**config.mk**
```make
export PLATFORM = sky130hd
export DESIGN_NAME = instruction_fetch_queue_flat
export DESIGN_NICKNAME = d
export VERILOG_FILES = /design/src/rtl/instruction_fetch_queue_pkg.sv /design/src/rtl/instruction_fetch_queue_if.sv /design/src/rtl/instruction_fetch_queue_fifo.sv /design/src/rtl/instruction_fetch_queue.sv /design/src/flat_wrapper.sv
export SDC_FILE = /design/constraint.sdc
export NUM_CORES = 1
export LEC_CHECK = 0
export ABC_AREA = 0
export ABC_CLOCK_PERIOD_IN_PS = 15950
export CAP_MARGIN = 20
export CORE_ASPECT_RATIO = 0.7
export CORE_MARGIN = 2
export CORE_UTILIZATION = 62
export CTS_BUF_LIST = sky130_fd_sc_hd__clkbuf_4 sky130_fd_sc_hd__clkbuf_8
export DETAILED_ROUTE_END_ITERATION = 8
export PLACE_DENSITY_LB_ADDON = 0.15
export REMOVE_ABC_BUFFERS = 1
export SYNTH_ARGS = -nofsm -noshare
export SYNTH_HDL_FRONTEND = slang
export SYNTH_SLANG_ARGS = --single-unit
```
**constraint.sdc**
```tcl
create_clock -name clk -period 15.95 [get_ports clk]
set_input_delay 3.19 -clock clk [delete_from_list [all_inputs] [get_ports clk]]
set_output_delay 3.19 -clock clk [all_outputs]
set_load 0.005 [all_outputs]
```
**src/rtl/instruction_fetch_queue_pkg.sv**
```systemverilog
// instruction_fetch_queue_pkg: shared widths, reset PC, NOP encoding and the {pc,instr} queue entry type
package instruction_fetch_queue_pkg;
  localparam int INSTR_W = 32;
  localparam int ADDR_W = 32;
  localparam logic [ADDR_W-1:0] DEFAULT_RESET_PC = 32'hBFC0_0000;
  localparam logic [INSTR_W-1:0] NOP_INSTR = '0;
  typedef struct packed {
    logic [ADDR_W-1:0] pc;
    logic [INSTR_W-1:0] instr;
  } fetch_entry_t;
  function automatic logic [ADDR_W-1:0] word_align(input logic [ADDR_W-1:0] a);
    return {a[ADDR_W-1:2], 2'b00};
  endfunction
endpackage

```
**src/rtl/instruction_fetch_queue_if.sv**
```systemverilog
// instruction_fetch_queue_if: imem request/response, redirect, and ID-side signals; master = fetch unit
interface instruction_fetch_queue_if;
  import instruction_fetch_queue_pkg::*;
  logic req_valid;
  logic req_ready;
  logic [ADDR_W-1:0] req_addr;
  logic resp_valid;
  logic [INSTR_W-1:0] resp_data;
  logic redirect;
  logic [ADDR_W-1:0] redirect_pc;
  logic stall;
  logic valid;
  logic [INSTR_W-1:0] instruction;
  logic [ADDR_W-1:0] pc;
  modport master (
    output req_valid, req_addr, valid, instruction, pc,
    input req_ready, resp_valid, resp_data, redirect, redirect_pc, stall
  );
  modport slave (
    input req_valid, req_addr, valid, instruction, pc,
    output req_ready, resp_valid, resp_data, redirect, redirect_pc, stall
  );
endinterface

```
**src/rtl/instruction_fetch_queue_fifo.sv**
```systemverilog
// instruction_fetch_queue_fifo: DEPTH-entry {pc,instr} FIFO with push/pop/clear, occupancy count and head read
module instruction_fetch_queue_fifo
  import instruction_fetch_queue_pkg::*;
#(
  parameter int DEPTH = 4
) (
  input  logic clk,
  input  logic rst_n,
  input  logic push,
  input  logic pop,
  input  logic clear,
  input  fetch_entry_t din,
  output fetch_entry_t head,
  output logic [$clog2(DEPTH):0] count
);
  localparam int AW = $clog2(DEPTH);
  fetch_entry_t mem [DEPTH];
  logic [AW-1:0] wr_ptr, rd_ptr;
  always_ff @(posedge clk or negedge rst_n)
    if (!rst_n) begin
      wr_ptr <= '0;
      rd_ptr <= '0;
      count <= '0;
    end else if (clear) begin
      wr_ptr <= '0;
      rd_ptr <= '0;
      count <= '0;
    end else begin
      wr_ptr <= wr_ptr + AW'(push);
      rd_ptr <= rd_ptr + AW'(pop);
      count <= count + (AW+1)'(push) - (AW+1)'(pop);
    end
  always_ff @(posedge clk)
    if (push && !clear) mem[wr_ptr] <= din;
  assign head = mem[rd_ptr];
endmodule

```
**src/rtl/instruction_fetch_queue.sv**
```systemverilog
// instruction_fetch_queue: IF stage issuing sequential fetches with credit control, queueing words for ID, flushing on redirect
module instruction_fetch_queue
  import instruction_fetch_queue_pkg::*;
#(
  parameter int DEPTH = 4,
  parameter int MAX_OUT = 2,
  parameter logic [ADDR_W-1:0] RESET_PC = DEFAULT_RESET_PC
) (
  input logic clk,
  input logic rst_n,
  instruction_fetch_queue_if.master bus
);
  localparam int CW = $clog2(DEPTH) + 1;
  localparam logic [CW:0] DEPTH_W = (CW+1)'(DEPTH);
  localparam logic [CW:0] MAX_W = (CW+1)'(MAX_OUT);
  logic run, hs, keep, push, pop;
  logic [ADDR_W-1:0] fetch_pc, resp_pc, target;
  logic [CW-1:0] count, live, drop;
  logic [CW:0] occ, infl;
  fetch_entry_t head;
  assign target = word_align(bus.redirect_pc);
  assign occ = {1'b0, count} + {1'b0, live};
  assign infl = {1'b0, live} + {1'b0, drop};
  assign bus.req_valid = run & !bus.redirect & (occ < DEPTH_W) & (infl < MAX_W);
  assign bus.req_addr = fetch_pc;
  assign hs = bus.req_valid & bus.req_ready;
  assign keep = bus.resp_valid & (drop == '0);
  assign push = keep & !bus.redirect;
  assign bus.valid = (count != '0) & !bus.redirect;
  assign pop = bus.valid & !bus.stall;
  assign bus.instruction = bus.valid ? head.instr : NOP_INSTR;
  assign bus.pc = bus.valid ? head.pc : '0;
  instruction_fetch_queue_fifo #(.DEPTH(DEPTH)) fifo (
    .clk(clk),
    .rst_n(rst_n),
    .push(push),
    .pop(pop),
    .clear(bus.redirect),
    .din({resp_pc, bus.resp_data}),
    .head(head),
    .count(count)
  );
  always_ff @(posedge clk or negedge rst_n)
    if (!rst_n) begin
      run <= 1'b0;
      fetch_pc <= RESET_PC;
      resp_pc <= RESET_PC;
      live <= '0;
      drop <= '0;
    end else begin
      run <= 1'b1;
      if (bus.redirect) begin
        fetch_pc <= target;
        resp_pc <= target;
        live <= '0;
        drop <= drop + live - CW'(bus.resp_valid);
      end else begin
        fetch_pc <= hs ? fetch_pc + ADDR_W'(4) : fetch_pc;
        resp_pc <= push ? resp_pc + ADDR_W'(4) : resp_pc;
        live <= live + CW'(hs) - CW'(keep);
        drop <= drop - CW'(bus.resp_valid & !keep);
      end
    end
  always @(posedge clk)
    if (rst_n) begin
      assert ({1'b0, count} <= DEPTH_W);
      assert (infl <= MAX_W);
      assert (occ <= DEPTH_W);
      assert (!(bus.resp_valid && infl == '0));
    end
endmodule

```
**src/flat_wrapper.sv**
```systemverilog
// flat-port wrapper written by rule: the top's interface ports become plain ports
module instruction_fetch_queue_flat import instruction_fetch_queue_pkg::*;
#(
  parameter int DEPTH = 4,
  parameter int MAX_OUT = 2,
  parameter logic [ADDR_W-1:0] RESET_PC = DEFAULT_RESET_PC
)
  (clk, rst_n, bus_req_valid, bus_req_addr, bus_valid, bus_instruction, bus_pc, bus_req_ready, bus_resp_valid, bus_resp_data, bus_redirect, bus_redirect_pc, bus_stall);
  instruction_fetch_queue_if bus_i ();
  input logic clk;
  input logic rst_n;
  output wire logic [$bits(bus_i.req_valid)-1:0] bus_req_valid;
  output wire logic [$bits(bus_i.req_addr)-1:0] bus_req_addr;
  output wire logic [$bits(bus_i.valid)-1:0] bus_valid;
  output wire logic [$bits(bus_i.instruction)-1:0] bus_instruction;
  output wire logic [$bits(bus_i.pc)-1:0] bus_pc;
  input wire logic [$bits(bus_i.req_ready)-1:0] bus_req_ready;
  input wire logic [$bits(bus_i.resp_valid)-1:0] bus_resp_valid;
  input wire logic [$bits(bus_i.resp_data)-1:0] bus_resp_data;
  input wire logic [$bits(bus_i.redirect)-1:0] bus_redirect;
  input wire logic [$bits(bus_i.redirect_pc)-1:0] bus_redirect_pc;
  input wire logic [$bits(bus_i.stall)-1:0] bus_stall;
  assign bus_req_valid = bus_i.req_valid;
  assign bus_req_addr = bus_i.req_addr;
  assign bus_valid = bus_i.valid;
  assign bus_instruction = bus_i.instruction;
  assign bus_pc = bus_i.pc;
  assign bus_i.req_ready = bus_req_ready;
  assign bus_i.resp_valid = bus_resp_valid;
  assign bus_i.resp_data = bus_resp_data;
  assign bus_i.redirect = bus_redirect;
  assign bus_i.redirect_pc = bus_redirect_pc;
  assign bus_i.stall = bus_stall;
  instruction_fetch_queue #(.DEPTH(DEPTH), .MAX_OUT(MAX_OUT), .RESET_PC(RESET_PC)) u_core (.clk(clk), .rst_n(rst_n), .bus(bus_i));
endmodule
```
Figure 1. Placed standard cells.
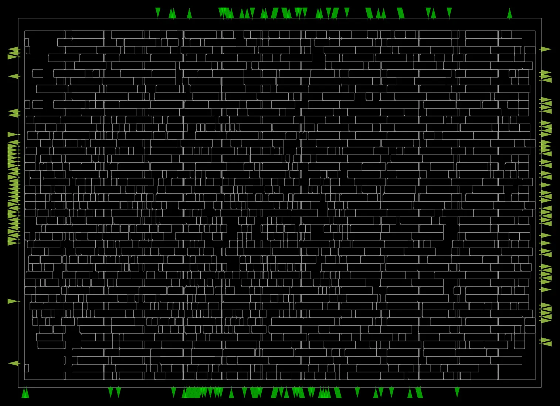
Site Rows: 45
Final Core Density: 76.8%
Finished Layout Cells: 1394

Figure 2. Clock network drawn from the DEF.
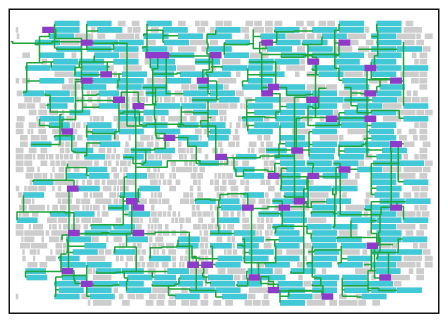
- cells driving clock nets: purple (count 47)
- clock wires: green (length 3570 um)
- flip-flops: cyan (count 322)
- flops lie: all over the die
- routed clock nets: 48

Figure 3. Signal wires by layer.
The bar under the picture is 50 um long.
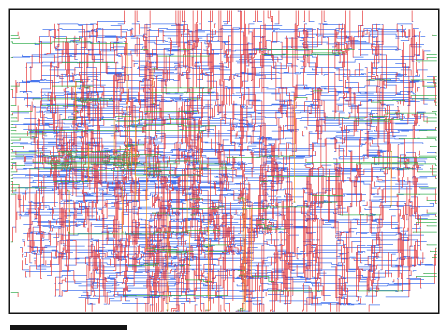
- met3: green (wire length 2020 um)
- met4: orange (wire length 561 um)
- met2: red (wire length 14000 um)
- met1: blue (wire length 13400 um)

Figure 4. Nets reached from selected ports.
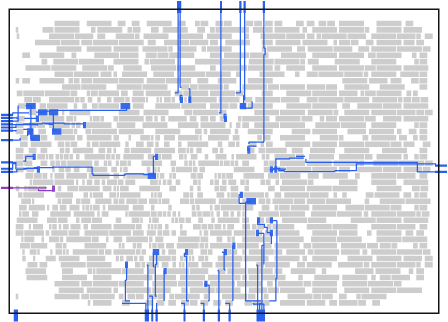
- bus_redirect_pc: blue (direction input; end cells 36; buffers 30; wire 1090 um)
- bus_req_valid: purple (direction output; end cells 1; buffers 1; wire 22.2 um)

Figure 5. Ports around the boundary.
Pins as bars across the die edge, other pins in gray.
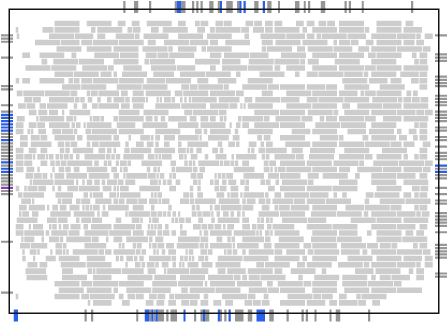
- bus_redirect_pc: blue (pins 32; direction input; edge 14 bottom, 10 left, 6 top, 2 right)
- bus_req_valid: purple (pins 1; direction output; edge left)
- all pins by edge: 48 bottom, 46 right, 38 top, 36 left

==> job_summary.md <==
## PnR job results

| Metric | Value |
|---|---|
| Status | `finished clean` |
| Commonest Layout Cell | `edfxtp_1` |
| # Cells Yosys | `~900` |
| Cts hold-fix bufs | `0` |
| Top Metal Used | `met4` |
| Fin worst setup slack | `7.43 ns` |
| Fill cells | `between 1000 and 1500` |
| FMAX | `0.117 GHz` |
| Post-CTS Setup Bufs | `0` |
| Yosys Chip Area | `14000 um2` |
| Multi-In Gates | `approximately 500` |
| Maxcap violations | `0` |
| Yosys cell types | `~60` |
| Dpl cells | `roughly 1300` |
| Commonest flop | `edfxtp_1` |
| Hold Path Class | `register to register` |
| Final Critical Period | `8.52 ns` |
| Critical path origin | `bus_redirect` |
| Cell with the most instances after synthesis | `edfxtp_1` |
| Cell area leaders | `edfxtp_1, dfrtp_1, mux4_2, dfstp_2, and2_1` |
| Hold Crit Endpoint | `u_core.bus.req_addr[31]` |
| Worst-path cell chain | `buf_2 -> nor2_4 -> buf_4 -> and2_1 -> clkdlybuf4s50_1` |
| Net Sw Frac | `between 20 and 30%` |
| Post-synth EDFFs | `roughly 250` |
| Combinational gate area | `4350 um2` |
| Initial antenna violation count | `1` |
| Core Region | `21900 um2` |
| WL per Instance | `21.5 um` |
| Most frequent cells after synthesis | `edfxtp_1, and2_1, mux4_2, nand2_1, dfrtp_1` |
| Cell Area, Synth | `about 14000 um2` |
| Sequential cell power | `roughly 1.0 mW` |
| CP endpoint | `bus_pc[3]` |
| I/O Buffers | `about 160` |
| Post-cts sizing count | `0` |
| Flops after synth | `322` |
| Routability-driven placement congestion ratio | `0.927` |
| Comb. pwr | `0.370 mW` |
| CTS clk-pin slew, worst paths | `about 0.060 ns` |
Power and IR drop assume default switching activity.
